==> src/rtl/traffic_phase_timer.sv <==
// Phase timer for the six-phase traffic/pedestrian cycle: prescaled one-second
// countdown, change pulse, BCD display value and pedestrian request latching.
module traffic_phase_timer #(
    parameter int TICK_DIV = 50000000,
    parameter int GREEN_S  = 10,
    parameter int FLASH_S  = 15,
    parameter int YELLOW_S = 3,
    parameter int SHORT_S  = 3
) (
    input  logic       clock,
    input  logic       resetn,
    input  logic       run,
    input  logic       ped_req1,
    input  logic       ped_req2,
    output logic       change,
    output logic [2:0] phase,
    output logic [6:0] remaining,
    output logic [7:0] bcd_count,
    output logic       req_pending1,
    output logic       req_pending2
);

    localparam int              PW        = $clog2(TICK_DIV);
    localparam logic [PW-1:0]   PRESC_MAX = PW'(TICK_DIV - 1);
    localparam logic [6:0]      GREEN_V   = 7'(GREEN_S);
    localparam logic [6:0]      FLASH_V   = 7'(FLASH_S);
    localparam logic [6:0]      YELLOW_V  = 7'(YELLOW_S);
    localparam logic [6:0]      SHORT_V   = 7'(SHORT_S);

    // Phases 0..2 keep T1 red (T2 runs, P2 walks); 3..5 are the mirror image.
    typedef enum logic [2:0] {
        PH_T2_GREEN  = 3'd0,
        PH_T2_FLASH  = 3'd1,
        PH_T2_YELLOW = 3'd2,
        PH_T1_GREEN  = 3'd3,
        PH_T1_FLASH  = 3'd4,
        PH_T1_YELLOW = 3'd5
    } phase_e;

    function automatic logic [6:0] phase_duration(input phase_e p);
        logic [6:0] d;
        case (p)
            PH_T2_GREEN, PH_T1_GREEN:   d = GREEN_V;
            PH_T2_FLASH, PH_T1_FLASH:   d = FLASH_V;
            PH_T2_YELLOW, PH_T1_YELLOW: d = YELLOW_V;
            default:                    d = GREEN_V;
        endcase
        return d;
    endfunction

    function automatic phase_e phase_after(input phase_e p);
        phase_e n;
        case (p)
            PH_T2_GREEN:  n = PH_T2_FLASH;
            PH_T2_FLASH:  n = PH_T2_YELLOW;
            PH_T2_YELLOW: n = PH_T1_GREEN;
            PH_T1_GREEN:  n = PH_T1_FLASH;
            PH_T1_FLASH:  n = PH_T1_YELLOW;
            PH_T1_YELLOW: n = PH_T2_GREEN;
            default:      n = PH_T2_GREEN;
        endcase
        return n;
    endfunction

    function automatic logic [7:0] to_bcd(input logic [6:0] v);
        logic [3:0] tens_v;
        logic [3:0] units_v;
        tens_v  = 4'(v / 7'd10);
        units_v = 4'(v % 7'd10);
        return {tens_v, units_v};
    endfunction

    phase_e         phase_r, phase_nx_s;
    logic [6:0]     rem_r, rem_nx_s;
    logic [7:0]     bcd_r, bcd_nx_s;
    logic           change_r, change_nx_s;
    logic [PW-1:0]  presc_r, presc_nx_s;
    logic           pend1_r, pend1_nx_s;
    logic           pend2_r, pend2_nx_s;
    logic [1:0]     sync1_r, sync2_r, prev_r;
    logic [1:0]     edge_s;
    logic           tick_s, advance_s, trunc_s;

    // Two-flop synchroniser and edge-history flops for both buttons.
    always_ff @(posedge clock or negedge resetn) begin
        if (!resetn) begin
            sync1_r <= 2'b00;
            sync2_r <= 2'b00;
            prev_r  <= 2'b00;
        end else begin
            sync1_r <= {ped_req2, ped_req1};
            sync2_r <= sync1_r;
            prev_r  <= sync2_r;
        end
    end

    assign edge_s = sync2_r & ~prev_r;

    // Next-state logic for prescaler, countdown, phase and request latches.
    always_comb begin
        presc_nx_s  = presc_r;
        rem_nx_s    = rem_r;
        phase_nx_s  = phase_r;
        change_nx_s = 1'b0;
        pend1_nx_s  = pend1_r;
        pend2_nx_s  = pend2_r;
        tick_s      = 1'b0;
        advance_s   = 1'b0;
        trunc_s     = ((phase_r == PH_T2_GREEN) && pend1_r) ||
                      ((phase_r == PH_T1_GREEN) && pend2_r);

        if (run) begin
            tick_s = (presc_r == PRESC_MAX);
            if (tick_s) begin
                presc_nx_s = {PW{1'b0}};
            end else begin
                presc_nx_s = presc_r + PW'(1);
            end
            // Truncation outranks the tick decrement but leaves the prescaler alone.
            if (tick_s && (rem_r == 7'd1)) begin
                advance_s   = 1'b1;
                phase_nx_s  = phase_after(phase_r);
                rem_nx_s    = phase_duration(phase_nx_s);
                change_nx_s = 1'b1;
            end else if (trunc_s && (rem_r > SHORT_V)) begin
                rem_nx_s = SHORT_V;
            end else if (tick_s) begin
                rem_nx_s = rem_r - 7'd1;
            end else begin
                rem_nx_s = rem_r;
            end
        end else begin
            presc_nx_s = presc_r;
            rem_nx_s   = rem_r;
        end

        if (advance_s && (phase_nx_s == PH_T1_GREEN)) begin
            pend1_nx_s = 1'b0;
        end else if (edge_s[0]) begin
            pend1_nx_s = 1'b1;
        end else begin
            pend1_nx_s = pend1_r;
        end

        if (advance_s && (phase_nx_s == PH_T2_GREEN)) begin
            pend2_nx_s = 1'b0;
        end else if (edge_s[1]) begin
            pend2_nx_s = 1'b1;
        end else begin
            pend2_nx_s = pend2_r;
        end

        bcd_nx_s = to_bcd(rem_nx_s);
    end

    // State and output registers.
    always_ff @(posedge clock or negedge resetn) begin
        if (!resetn) begin
            phase_r  <= PH_T2_GREEN;
            rem_r    <= GREEN_V;
            bcd_r    <= to_bcd(GREEN_V);
            change_r <= 1'b0;
            presc_r  <= {PW{1'b0}};
            pend1_r  <= 1'b0;
            pend2_r  <= 1'b0;
        end else begin
            phase_r  <= phase_nx_s;
            rem_r    <= rem_nx_s;
            bcd_r    <= bcd_nx_s;
            change_r <= change_nx_s;
            presc_r  <= presc_nx_s;
            pend1_r  <= pend1_nx_s;
            pend2_r  <= pend2_nx_s;
        end
    end

    assign change       = change_r;
    assign phase        = phase_r;
    assign remaining    = rem_r;
    assign bcd_count    = bcd_r;
    assign req_pending1 = pend1_r;
    assign req_pending2 = pend2_r;

endmodule
==> config.mk <==
export PLATFORM = sky130hd
export DESIGN_NAME = traffic_phase_timer
export DESIGN_NICKNAME = d
export VERILOG_FILES = /design/src/rtl/traffic_phase_timer.sv
export SDC_FILE = /design/constraint.sdc
export NUM_CORES = 1
export LEC_CHECK = 0
export ABC_AREA = 1
export CAP_MARGIN = 20
export CORE_UTILIZATION = 40
export DETAILED_ROUTE_END_ITERATION = 10
export SYNTH_ARGS = -nofsm -noshare
export SYNTH_HDL_FRONTEND = slang
export SYNTH_SLANG_ARGS = --single-unit
==> constraint.sdc <==
create_clock -name clock -period 4.3 [get_ports clock]
set_input_delay 0.645 -clock clock [delete_from_list [all_inputs] [get_ports clock]]
set_output_delay 0.645 -clock clock [all_outputs]
set_load 0.02 [all_outputs]
Figure 1. Sequential cells coloured by netlist name.
Bar = 20 um. Other sequential cells in the stronger grey, the rest of the logic in the fainter grey.
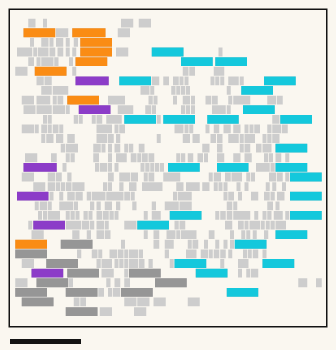
Key: purple = remaining [flops 6]; cyan = presc_r [flops 26]; orange = bcd_count [flops 8, where upper left]
Another 12 sequential cells are not coloured.
power in sequential cells: 0.572 mW
Seq/total area: 37.0%
sequential cell area: 1310 um2

Figure 2. Drive-strength map.
Bar = 20 um.
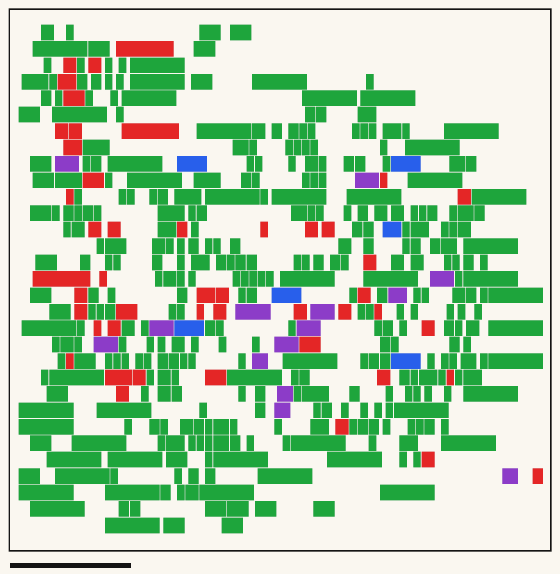
Key: purple = _3 and _4 cells [cells 14, share 3.3%]; green = _0 and _1 cells [cells 359, share 84%]; red = _2 cells [cells 47, share 11%]; blue = _6 and larger [cells 6, share 1.4%]
post-route cell area: 3530 um2
area grow syn2layout: 15.4%
fin worst setup slack: 0.741 ns

==> qor.yml <==
place:
  gp_congestion: 0.829
  pre_cts_slack_ns: 0.596
  dp_cells: 517
  placed_area_um2: 3430
  dp_hpwl_um: 4900
  port_buffers: 25
synthesis:
  synth_area_um2: 3060
  syn_avg_cell_area_um2: 7.77
  ys_seq_share_pct: 42.7
  synth_cell_types: 39
  syn_inst: 393
  synthFlopType: "dfrtp_1"
  top_area_share_pct: 40.1
  async_reset_ff_share_pct: 100
  top_area_cell: "dfrtp_1"
  yosys_warnings: 0
sta:
  fmax_mhz: 281
  setup_viol: 0
  grt_setup_unrepaired: "false"
  fin_hold_ws_ns: 0.360
  period_needed_ns: 3.56
  tightest_slew_ns: 0.672
  hold_violations: 0
  skew_ns: 0.00676
  final-max-slew-violation-count: 0
detailed_routing:
  antenna_left: 0
  vias_per_cell: 4.81
  wl_per_cell_um: 12.6
  vias: 2527
  drt_wl_total_um: 6610
clock_tree:
  post_cts_buffers: 0
  cts_resized: 0
  cts_buffers: 5
  clock_latency_ns: 0.32
  cts_hold_buf: 0
  h-tree-depth: 2
  clkSlewWorstSetupHoldPaths_ns: 0.10
  cts_sinks: 52
run:
  warning_count: 29
  maxCapViolations: 0
run_status:
  status: "complete, no violations"
pwr:
  p_total_mw: 1.05
  power.leakage_nw: 1.71
final_layout:
  drive_above_1_share_pct: 15.7
  final_core_utilization_pct: 48.1
  layout.cells.non_filler: 525
  fillers: 704
  nNetsFinal: 437
global_route:
  grt_pass1_vias: 2488
  gr-total-overflow: 0
  grt_start_max_net_pins: 53
  antenna_found_initial: 0
floorplanning:
  rows: 31
  ioPinCount: 26
  dieArea_um2: 7990
  chipHeight_um: 89.4
worst_setup_path:
  crit_family: "simple AND/OR/NAND/NOR gates"
  cp_common_cell: "nand2_1"
  startpoint_type: "register"
  rrSetupSlack_ns: 0.74
  crit_slowest_cell: "dfrtp_1"
  critPathBufInv: 2
  cp-end-kind: "register"
worst_hold_path:
  hold_class: "register to register"
==> final cells by class <==
| cell class | count | area share [%] |
|---|---|---|
| clock buffer | 5 | 1.95 |
| tap | 99 | 3.51 |
| inverter | 74 | 7.88 |
| timing repair buffer | 29 | 7.81 |
| clock inverter | 3 | 0.639 |
| sequential | 52 | 37.0 |
| multi-input combinational | 263 | 41.2 |
==> flip-flops by register name (all words and copies together), names as in the netlist <==
register	flops
bcd_count	8
change	1
phase	3
presc_r	26
prev_r	2
remaining	6
req_pending1	1
req_pending2	1
sync1_r	2
sync2_r	2
==> worst reg2reg max path, delay by kind of cell (launching register included) <==
kind	cells	cell delay, ns
flops	1	0.41
buf+inv	2	0.10
simple gates	19	2.06
compound gates	2	0.34
fa+ha+maj	3	0.59
==> cells in the final DEF (no fill, tap or decap), drive strengths merged <==
cell type	Yosys	final
nand3	35	35
inv	73	74
o21ai	16	16
or2	1	1
o21a	2	2
clkdlybuf4s50	0	24
o21bai	1	1
clkinv	1	3
nor3	9	9
dfrtp	49	49
o22ai	2	2
nor3b	1	1
nand4	12	12
a211oi	3	3
nor2	57	57
a31oi	4	4
nand2	83	83
buf	3	5
dfstp	3	3
ha	7	7
o41ai	1	1
a221oi	2	2
a21oi	16	16
clkbuf	1	5
o211ai	1	1
nor4	3	3
xor2	7	7
==> worst paths after layout <==
kind,startpoint,endpoint,cells after the start
setup / recovery,presc_r[0],bcd_count[3],26
hold / removal,sync1_r[0],sync2_r[0],0
setup reg to reg,presc_r[0],bcd_count[3],26
hold reg to reg,sync1_r[0],sync2_r[0],0
max in group asynchronous,resetn,presc_r[20],2
min in group asynchronous,resetn,presc_r[5],2
==> power breakdown <==
group	internal [mW]	switching (mW)	leakage [nW]
clock network	0.117	0.180	0.0485
logic	0.0620	0.116	1.03
registers	0.533	0.0390	0.632
==> metal layers <==
metal	routed length [um]	GRT usage [%]	up-vias	part of all wire, %
met3	246	5.08	4	3.7
met4	49	4.62	0	0.74
li1	-	-	1318	-
met2	3110	32.3	43	47
met5	0	0	-	0
met1	3200	23.2	1162	48
==> cells by family after synthesis <==
kind of cell	count (synthesis)	share of synthesized area, %
AND-OR/OR-AND	48	9.99
XOR/XNOR	7	2.01
adder cells (fa/ha/maj)	7	2.87
buffers and inverters	78	9.75
flip-flops	52	42.7
AND/OR/NAND/NOR	201	32.7
==> Yosys cell counts (all sizes together), types with 2 or more instances <==
library cell / number
buf: 3
nand3: 35
a21oi: 16
a31oi: 4
a221oi: 2
nor3: 9
ha: 7
xor2: 7
nor4: 3
a211oi: 3
nand2: 83
nand4: 12
nor2: 57
o21ai: 16
o21a: 2
inv: 73
dfstp: 3
o22ai: 2
dfrtp: 49
Power figures rest on the tool's default switching activity, not on a simulated workload.
